`config.mk`:
```
export PLATFORM = sky130hd
export DESIGN_NAME = seg_scan_display
export DESIGN_NICKNAME = d
export VERILOG_FILES = /design/src/rtl/seg_scan_display.sv
export SDC_FILE = /design/constraint.sdc
export NUM_CORES = 1
export LEC_CHECK = 0
export CORE_ASPECT_RATIO = 0.5
export CORE_MARGIN = 3
export CORE_UTILIZATION = 60
export CTS_BUF_LIST = sky130_fd_sc_hd__clkbuf_2
export DETAILED_ROUTE_END_ITERATION = 6
export GPL_TIMING_DRIVEN = 0
export PLACE_DENSITY_LB_ADDON = 0.3
export REMOVE_ABC_BUFFERS = 1
export SYNTH_ARGS = -nofsm -noshare
export SYNTH_HDL_FRONTEND = slang
export SYNTH_SLANG_ARGS = --single-unit
```
`constraint.sdc`:
```
create_clock -name clk -period 3.9 [get_ports clk]
set_input_delay 0.585 -clock clk [delete_from_list [all_inputs] [get_ports clk]]
set_output_delay 0.585 -clock clk [all_outputs]
set_load 0.01 [all_outputs]
```
`src/rtl/seg_scan_display.sv`:
```
// Time-multiplexed seven-segment scanner with a double-buffered display value.
// Optional: define SEG_LZ_SUPPRESS_EN to blank leading-zero digits.
module seg_scan_display #(
    parameter int DIGITS       = 8,
    parameter int SCAN_DIV     = 50000,
    parameter int BLANK_CYCLES = 2500,
    parameter int CNT_W        = 16
) (
    input  logic                  clk,
    input  logic                  rst,
    input  logic                  load,
    input  logic [4*DIGITS-1:0]   data_in,
    input  logic [DIGITS-1:0]     dp_in,
    input  logic [DIGITS-1:0]     en_in,
    output logic [DIGITS-1:0]     an,
    output logic [7:0]            seg,
    output logic                  frame_tick
);

    localparam int IDX_W = (DIGITS > 1) ? $clog2(DIGITS) : 1;

    logic [CNT_W-1:0]    r_div_cnt;
    logic [IDX_W-1:0]    r_idx;

    logic [4*DIGITS-1:0] r_act_data;
    logic [DIGITS-1:0]   r_act_dp;
    logic [DIGITS-1:0]   r_act_en;
    logic [4*DIGITS-1:0] r_pend_data;
    logic [DIGITS-1:0]   r_pend_dp;
    logic [DIGITS-1:0]   r_pend_en;
    logic                r_pend_valid;

    logic                w_slot_end;
    logic                w_frame_end;
    logic                w_in_blank;
    logic                w_suppress;
    logic                w_show;
    logic [3:0]          w_slot_nib;
    logic [DIGITS-1:0]   w_an_on;
    logic [6:0]          w_seg_dec;

    function automatic logic [6:0] decodeHex(input logic [3:0] nib);
        logic [6:0] s;
        case (nib)
            4'h0: s = 7'h40;
            4'h1: s = 7'h79;
            4'h2: s = 7'h24;
            4'h3: s = 7'h30;
            4'h4: s = 7'h19;
            4'h5: s = 7'h12;
            4'h6: s = 7'h02;
            4'h7: s = 7'h78;
            4'h8: s = 7'h00;
            4'h9: s = 7'h10;
            4'hA: s = 7'h08;
            4'hB: s = 7'h03;
            4'hC: s = 7'h46;
            4'hD: s = 7'h21;
            4'hE: s = 7'h06;
            default: s = 7'h0E;
        endcase
        return s;
    endfunction

    assign w_slot_end  = (r_div_cnt == CNT_W'(SCAN_DIV - 1));
    assign w_frame_end = w_slot_end && (r_idx == IDX_W'(DIGITS - 1));

    always_ff @(posedge clk) begin
        if (rst) begin
            r_div_cnt <= '0;
            r_idx     <= '0;
        end else if (w_slot_end) begin
            r_div_cnt <= '0;
            r_idx     <= (r_idx == IDX_W'(DIGITS - 1)) ? '0 : r_idx + 1'b1;
        end else begin
            r_div_cnt <= r_div_cnt + 1'b1;
        end
    end

    // A load landing on the commit edge goes straight to the active buffer.
    always_ff @(posedge clk) begin
        if (rst) begin
            r_act_data   <= '0;
            r_act_dp     <= '0;
            r_act_en     <= '0;
            r_pend_data  <= '0;
            r_pend_dp    <= '0;
            r_pend_en    <= '0;
            r_pend_valid <= 1'b0;
        end else if (w_frame_end) begin
            if (load) begin
                r_act_data <= data_in;
                r_act_dp   <= dp_in;
                r_act_en   <= en_in;
            end else if (r_pend_valid) begin
                r_act_data <= r_pend_data;
                r_act_dp   <= r_pend_dp;
                r_act_en   <= r_pend_en;
            end
            r_pend_valid <= 1'b0;
        end else if (load) begin
            r_pend_data  <= data_in;
            r_pend_dp    <= dp_in;
            r_pend_en    <= en_in;
            r_pend_valid <= 1'b1;
        end
    end

    generate
        if (BLANK_CYCLES == 0) begin : g_no_blank
            assign w_in_blank = 1'b0;
        end else begin : g_blank
            assign w_in_blank = (r_div_cnt < CNT_W'(BLANK_CYCLES));
        end
    endgenerate

`ifdef SEG_LZ_SUPPRESS_EN
    logic [DIGITS-1:0] w_lz_dark;

    // A digit stays "leading" only while every enabled digit above it is a plain zero.
    always_comb begin : lzMask
        logic highZero;
        w_lz_dark = '0;
        highZero  = 1'b1;
        for (int k = DIGITS - 1; k > 0; k--) begin
            w_lz_dark[k] = highZero && (r_act_data[4*k +: 4] == 4'h0) && !r_act_dp[k];
            if (r_act_en[k] && ((r_act_data[4*k +: 4] != 4'h0) || r_act_dp[k])) begin
                highZero = 1'b0;
            end
        end
    end

    assign w_suppress = w_lz_dark[r_idx];
`else
    assign w_suppress = 1'b0;
`endif

    assign w_slot_nib = r_act_data[r_idx*4 +: 4];
    assign w_seg_dec  = decodeHex(w_slot_nib);
    assign w_an_on    = ~(DIGITS'(1) << r_idx);
    assign w_show     = !w_in_blank && r_act_en[r_idx] && !w_suppress;

    always_ff @(posedge clk) begin
        if (rst) begin
            an         <= '1;
            seg        <= 8'hFF;
            frame_tick <= 1'b0;
        end else begin
            frame_tick <= w_frame_end;
            if (w_show) begin
                an  <= w_an_on;
                seg <= {~r_act_dp[r_idx], w_seg_dec};
            end else begin
                an  <= '1;
                seg <= 8'hFF;
            end
        end
    end

endmodule

```
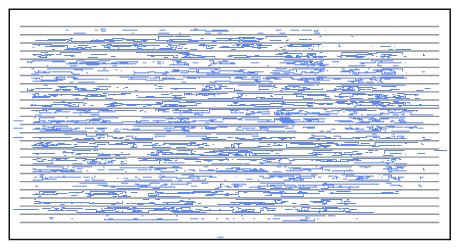
met1.png
(3 px per um) Supply wires on this layer in grey.
longest straight run	32.7 um
main direction	horizontal
total number of vias: 4481
DRT Wirelength: 11800 um

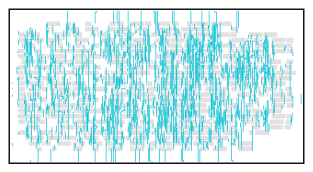
met2.png
(2 px per um) Cells faint in the background.
nets with wire on the layer	590
main direction	vertical
share of all routed wire	47%
met2 GRT Util: 33.9%

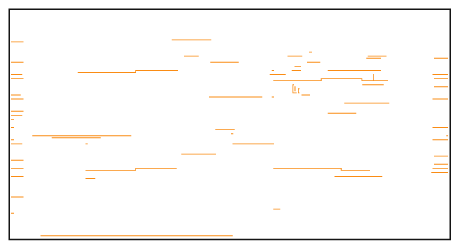
met3.png
(3 px per um)
wire length on this layer	539 um
nets with wire on the layer	51
GRT met3 Usage: 5.17%

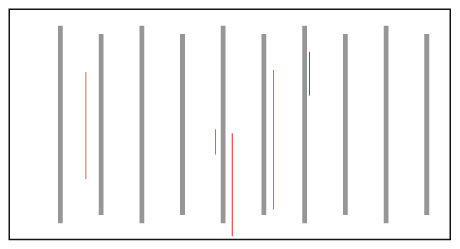
met4.png
(3 px per um) Supply wires on this layer in grey.
main direction	vertical
nets with wire on the layer	3
wire length on this layer	138 um
longest straight run	46.2 um

## kinds of logic (layout without fill, tap and decap cells)
logic type      after synthesis  after routing  share of synthesized area (%)
buf+inv                      60            118                           5.54
simple gates                232            232                           17.0
mux                          70             70                           14.9
flops                       133            133                           45.0
fa+ha+maj                    12             12                           2.54
xor+xnor                     14             14                           2.07
compound gates              109            109                           12.9
## layer usage
layer	GRT usage [%]	vias up
li1	-	2272
met1	29.3	2100
met2	33.9	93
met3	5.17	16
met4	7.69	0
met5	0	-
## per-stage QoR
step                setup TNS (ns)  total power [mW]  area (um2)
floorplan                        0              1.51        5640
global placement           -305.01              1.62        6470
detailed placement               0              1.63        6650
CTS                              0              2.41        6880
global route                     0              2.49        6880
finish                           0              2.39        6880
## area by class of cell
| type | instances | area [um2] | area share (%) |
|---|---|---|---|
| well taps | 130 | 163 | 2.37 |
| inverters | 12 | 45.0 | 0.655 |
| clock inverters | 15 | 140 | 2.04 |
| clock buffers | 17 | 85.1 | 1.24 |
| repair buffers | 74 | 836 | 12.2 |
| multi-input cells | 437 | 2940 | 42.8 |
| flip-flops and latches | 133 | 2660 | 38.7 |
## state kept, by name (all words and copies together), names as in the netlist
register	cells
r_act_dp	8
r_pend_en	8
r_act_en	8
r_act_data	32
r_div_cnt	16
r_pend_data	32
r_pend_valid	1
r_pend_dp	8
r_idx	3
seg	8
an	8
frame_tick	1
## report_power, final
part,total (mW),switching [mW],internal (mW),leakage [nW]
logic,0.192,0.0981,0.0937,1.42
clock network,0.797,0.514,0.283,0.130
registers,1.41,0.0146,1.39,1.08
total,2.39,0.626,1.77,2.63
## worst max-delay path: cells and delay by family (launching register included)
kind               cells  cell delay, ns
and+or+nand+nor        1            0.38
DFF                    1            1.01
AOI/OAI and AO/OA      2            0.29
muxes                  2            1.42
==> results.toml <==
# physical design summary
[finish]
instances_no_fill = 818
final_common_cell = "dfxtp_1"
utilization_pct = 75.3
n_antenna_cell = 0
drive_gt1_share_pct = 10.8

[sta]
clock.fmax_ghz = 0.309
clock_skew_ns = 0.0260
whs_ns = 0.424
setup_viol = 0
hold_viol = 0

[route]
drtIter0Drc = 252
route.met2.wl_um = 5510
wl_met1_um = 5610
post_drt_wl_per_cell_um = 14.4
drc = 0
top_layer = "met4"

[synth]
edf_count = 0
top_cell = "dfxtp_1"
syn_area_um2 = 5920
synth_chip_area_um2 = 5920
synth_cell_types = 43
synth-seq-cells = 133

[worst_setup_path]
cp-startpoint = "r_idx[0]$_SDFFE_PP0N_"
max_stage_delay_ns = 1.01
reg2reg_to = "seg[0]$_SDFF_PP1_"
cp-start-kind = "register"
critPathKind = "reg -> reg"
timing.rr.start = "r_idx[0]$_SDFFE_PP0N_"
arrival_ns = 3.77
endpoint_kind = "register"
cp_max_fo = 17
crit_path_end = "seg[0]$_SDFF_PP1_"

[clock_tree]
clock_sinks = 133
cts.path.max_buffers = 2
cts.hold.buffers_added = 0
cts_repair_resize_count = 0
path_clk_slew_ns = 0.20
numCtsBuffers = 17

[hold_path]
hold_path_class = "in -> reg"

[placed_design]
gp_congestion = 0.864
portBuffers = 67

[floorplanning]
pin_count = 68
die_width_um = 147
die.size.y_um = 76.3

[job]
maxCapViolCount = 0

[outcome]
status = "finished clean"

[power]
power_density_nw_per_um2 = 348
Power figures rest on the tool's default switching activity, not on a simulated workload.
